File: src/rtl/write_back_pkg.sv
// write_back_pkg: shared types and constants for the write-back stage
package write_back_pkg;

    typedef enum logic [1:0] {
        WB_SEL_ALU,
        WB_SEL_MEM,
        WB_SEL_PC
    } write_back_select_t;

    typedef struct packed {
        logic       write_enable;
        logic [4:0] addr_rd;
    } reg_file_write_params_t;

    typedef enum logic {
        WB_IDLE,
        WB_WAIT_MEM
    } wb_state_t;

    localparam logic [2:0] LOAD_FUNCT3_LB  = 3'b000;
    localparam logic [2:0] LOAD_FUNCT3_LH  = 3'b001;
    localparam logic [2:0] LOAD_FUNCT3_LW  = 3'b010;
    localparam logic [2:0] LOAD_FUNCT3_LBU = 3'b100;
    localparam logic [2:0] LOAD_FUNCT3_LHU = 3'b101;

endpackage

File: src/rtl/write_back_stage_load_data_align.sv
// load_data_align: extracts byte/half lanes from a load word and extends them
module load_data_align
    import write_back_pkg::*;
#(
    parameter int XLEN = 32
) (
    input  logic [XLEN-1:0] word,
    input  logic [1:0]      offset,
    input  logic [2:0]      funct3,
    output logic [XLEN-1:0] data
);

    logic [7:0]  lane_b;
    logic [15:0] lane_h;

    // unknown funct3 codes fall through to a full-word load
    always_comb begin
        lane_b = word[{offset, 3'b000} +: 8];
        lane_h = offset[1] ? word[31:16] : word[15:0];
        data   = funct3 == LOAD_FUNCT3_LB  ? {{(XLEN-8){lane_b[7]}}, lane_b} :
                 funct3 == LOAD_FUNCT3_LBU ? {{(XLEN-8){1'b0}}, lane_b} :
                 funct3 == LOAD_FUNCT3_LH  ? {{(XLEN-16){lane_h[15]}}, lane_h} :
                 funct3 == LOAD_FUNCT3_LHU ? {{(XLEN-16){1'b0}}, lane_h} : word;
    end

endmodule

File: src/rtl/write_back_stage.sv
// write_back_stage: formats load data, drives the register-file write port
// and counts retired instructions, one instruction in flight at a time
module write_back_stage
    import write_back_pkg::*;
#(
    parameter int XLEN             = 32,
    parameter int RETIRE_CNT_WIDTH = 64
) (
    input  logic                        clk,
    input  logic                        reset_n,
    input  logic                        in_valid,
    output logic                        in_ready,
    input  reg_file_write_params_t      in_wr_params,
    input  write_back_select_t          in_sel,
    input  logic [XLEN-1:0]             in_alu_result,
    input  logic [XLEN-1:0]             in_pc_plus4,
    input  logic [2:0]                  in_load_funct3,
    input  logic                        mem_rsp_valid,
    input  logic [XLEN-1:0]             mem_rsp_data,
    output logic                        rf_we,
    output logic [4:0]                  rf_addr,
    output logic [XLEN-1:0]             rf_wdata,
    output logic                        retire_valid,
    output logic [RETIRE_CNT_WIDTH-1:0] retire_count
);

    wb_state_t              state, state_next;
    reg_file_write_params_t cap_params;
    logic [2:0]             cap_funct3;
    logic [1:0]             cap_offset;
    logic [XLEN-1:0]        load_data;
    logic                   accept, is_load, retire_alu, retire_mem;

    assign accept     = in_valid && in_ready;
    assign is_load    = in_sel == WB_SEL_MEM && in_wr_params.write_enable;
    assign retire_alu = state == WB_IDLE && accept && !is_load;
    assign retire_mem = state == WB_WAIT_MEM && mem_rsp_valid;

    load_data_align #(.XLEN(XLEN)) u_align (
        .word   (mem_rsp_data),
        .offset (cap_offset),
        .funct3 (cap_funct3),
        .data   (load_data)
    );

    always_ff @(posedge clk or negedge reset_n) begin
        if (!reset_n) state <= WB_IDLE;
        else          state <= state_next;
    end

    always_comb begin
        state_next = state;
        if (state == WB_IDLE) state_next = accept && is_load ? WB_WAIT_MEM : WB_IDLE;
        else                  state_next = mem_rsp_valid ? WB_IDLE : WB_WAIT_MEM;
    end

    always_comb begin
        in_ready = state == WB_IDLE;
    end

    always_ff @(posedge clk or negedge reset_n) begin
        if (!reset_n) begin
            cap_params <= '0;
            cap_funct3 <= '0;
            cap_offset <= '0;
        end else if (accept) begin
            cap_params <= in_wr_params;
            cap_funct3 <= in_load_funct3;
            cap_offset <= in_alu_result[1:0];
        end
    end

    // the counter steps on the same edge that raises retire_valid
    always_ff @(posedge clk or negedge reset_n) begin
        if (!reset_n) begin
            rf_we        <= 1'b0;
            rf_addr      <= '0;
            rf_wdata     <= '0;
            retire_valid <= 1'b0;
            retire_count <= '0;
        end else begin
            rf_we        <= 1'b0;
            retire_valid <= 1'b0;
            if (retire_alu) begin
                rf_we        <= in_wr_params.write_enable && in_wr_params.addr_rd != 5'd0;
                rf_addr      <= in_wr_params.addr_rd;
                rf_wdata     <= in_sel == WB_SEL_PC ? in_pc_plus4 : in_alu_result;
                retire_valid <= 1'b1;
            end else if (retire_mem) begin
                rf_we        <= cap_params.addr_rd != 5'd0;
                rf_addr      <= cap_params.addr_rd;
                rf_wdata     <= load_data;
                retire_valid <= 1'b1;
            end
            if (retire_alu || retire_mem) retire_count <= retire_count + 1'b1;
        end
    end

endmodule

File: config.mk
export PLATFORM = sky130hd
export DESIGN_NAME = write_back_stage
export DESIGN_NICKNAME = d
export VERILOG_FILES = /design/src/rtl/write_back_pkg.sv /design/src/rtl/write_back_stage_load_data_align.sv /design/src/rtl/write_back_stage.sv
export SDC_FILE = /design/constraint.sdc
export NUM_CORES = 1
export LEC_CHECK = 0
export ABC_AREA = 1
export CORE_ASPECT_RATIO = 1.4
export CORE_MARGIN = 2
export CORE_UTILIZATION = 35
export DETAILED_ROUTE_END_ITERATION = 10
export HOLD_SLACK_MARGIN = 0.1
export SYNTH_ARGS = -nofsm -noshare
export SYNTH_HDL_FRONTEND = slang
export SYNTH_HIERARCHICAL = 1
export SYNTH_SLANG_ARGS = --single-unit
File: constraint.sdc
create_clock -name clk -period 2 [get_ports clk]
set_clock_uncertainty 0.1 [all_clocks]
set_input_delay 0.2 -clock clk [delete_from_list [all_inputs] [get_ports clk]]
set_output_delay 0.2 -clock clk [all_outputs]
set_load 0.005 [all_outputs]
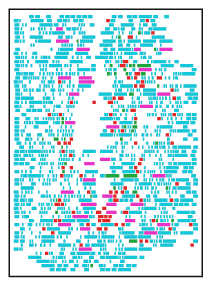
Run 1: sizing map
(1.5 px per µm)
legend:
  magenta:
    size: _6 and larger
    cells: 31
    share: 2.2%
    most_used: clkbuf_16
  green:
    size: _2 cells
    cells: 42
    share: 3.0%
    most_used: nor2_2
  cyan:
    size: _0 and _1 cells
    cells: 1217
    share: 88%
    most_used: nand2_1
  red:
    size: _3 and _4 cells
    cells: 88
    share: 6.4%
    most_used: buf_4

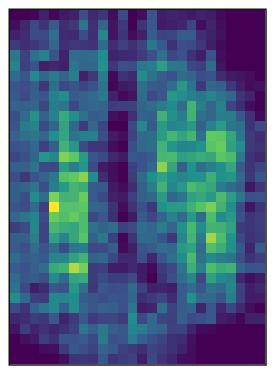
Run 1: wire density map
(2 px per µm) The die is cut into 26 by 35 equal tiles; dark purple is low, yellow is high, scaled to the fullest tile. Values are wire area over tile area, all layers added.
fullest tile: 0.72
mean over tiles: 0.20
nearly empty tiles: 8.7%
tiles over half the peak: 14%
emptiest ninth of the die: top right

==> results.toml, run 1 <==
# synthesis and place-and-route metrics
[outcome]
outcome = "complete, no violations"

[worst_setup_path]
worst-path-max-fanout = 5
regToRegStartpoint = "retire_count[12]"
slowest_stage = "dfrtp_1"
r2r_end = "retire_count[33]"
cp-start-kind = "flip-flop"
path_buffers = 1
cp.required_ps = 2210

[final_layout]
drive_gt1_share_pct = 11.7
final_cell_mix = "nand2_1 (425), clkdlybuf4s50_1 (213), dfrtp_1 (111)"
clkCellAreaFrac_pct = 5.44
top_register = "retire_count"
seq_share_pct = 26.0
lay_top_count = "nand2_1"
nNonClkInverters = 111
finalNonFillerCells = 1638

[final_timing]
fmax_mhz = 528
tightest_slew_ps = 561
rsz0062_at_grt = "no"
drv_slew = 0

[clock_network]
clockBufferDepth = 2
clk_pin_slew_ps = 60
cts_tree = "done"

[synth]
synth.top_cell.area_share_pct = 38.1
async_flop_share_pct = 100
ff_type = "dfrtp_1"
ys_sh_xor_pct = 4.89
netlist_top_cells_area = "dfrtp_1 (38%), nand2_1 (21%), nand3_1 (7.1%)"
fa_ha_area_share_pct = 0.167
yosysMostFrequentCell = "nand2_1"
top_logic_kind = "simple AND/OR/NAND/NOR gates"
aoi_share_pct = 6.18
yosys_warnings = 6
syn_inst = 1095

[worst_hold_path]
hp-class = "in2reg"
hold_path_depth = 3

[power]
pg_comb_uw = 2060
p_comb_share_pct = 25.8
top_power_group = "clock"

[drt]
wire_per_inst_um = 17.0
drc = 0
drt_iter0_drc = 375
wirelength_um = 27800

[placed_design]
place_ws_ps = -11.5
dpl.cell_count = 1605
place_congestion = 0.998

[floorplan]
fp.dieH_um = 177
ios = 215

[grt]
grt_pass1_wl_um = 43400

[run]
log.warning_count = 26
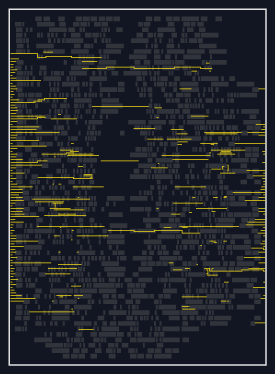
Run 1: M3 wires
(2 px per µm)
share of all routed wire: 5.9%
wire length on this layer: 1630 µm

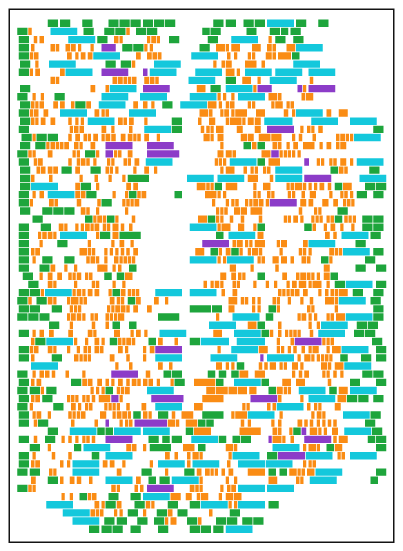
Run 1: cells coloured by class
(3 px per µm)
legend:
  orange:
    class: combinational and other logic
    cells: 945
  green:
    class: other buffers and delay cells
    cells: 287
  purple:
    class: clock drivers and dummy loads
    cells: 32
  cyan:
    class: flops
    cells: 114

Run 1, the clock network:
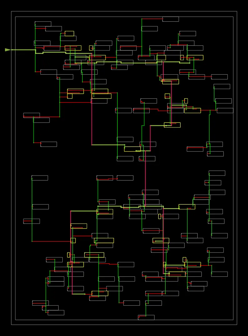

## Run 2: what changed since run 1
CORE_ASPECT_RATIO = 1.75   (was 1.4)
SYNTH_HIERARCHICAL = unset   (was 1)
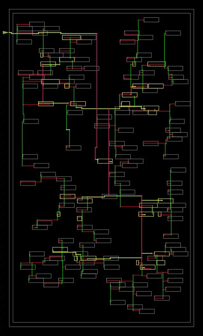
Run 2: the clock network
flop count: 114
Num CTS Buffers: 17
clock group power: 3260 µW
Sink Count: 114

==> run 2 against run 1 <==
  * Clock power is 4% higher
  * Critical path depth up 2
  * Combinational power decreased by 8%
  * Sequential share of layout area up 0.38 points
  * Via count shrank 6.1%
  * Sequential cell count is the same
  * Largest cell class unchanged
  * Sequential power about the same
  * Worst setup slack improved by 20 ps
==> results.toml, run 2 <==
# synthesis and place-and-route metrics
[outcome]
outcome = "complete, no violations"

[drt]
drc = 0

[synth]
fa_ha_area_share_pct = 0.170
ff_type = "dfrtp_1"
yosysMostFrequentCell = "nand2_1"
syn_inst = 1004
async_flop_share_pct = 100
top_logic_kind = "simple AND/OR/NAND/NOR gates"
synth.top_cell.area_share_pct = 38.9

[worst_setup_path]
path_buffers = 0
worst-path-max-fanout = 6
cp-start-kind = "flip-flop"
slowest_stage = "dfrtp_1"

[final_layout]
final_cell_mix = "nand2_1 (254), clkdlybuf4s50_1 (213), inv_1 (126)"
seq_share_pct = 26.4
clkCellAreaFrac_pct = 5.83
drive_gt1_share_pct = 13.7
lay_top_count = "nand2_1"

[placed_design]
place_ws_ps = -42.6
place_congestion = 0.923
dpl.cell_count = 1494

[power]
top_power_group = "clock"

[final_timing]
fmax_mhz = 533
tightest_slew_ps = 431
Power is estimated from default activity; no workload was simulated.
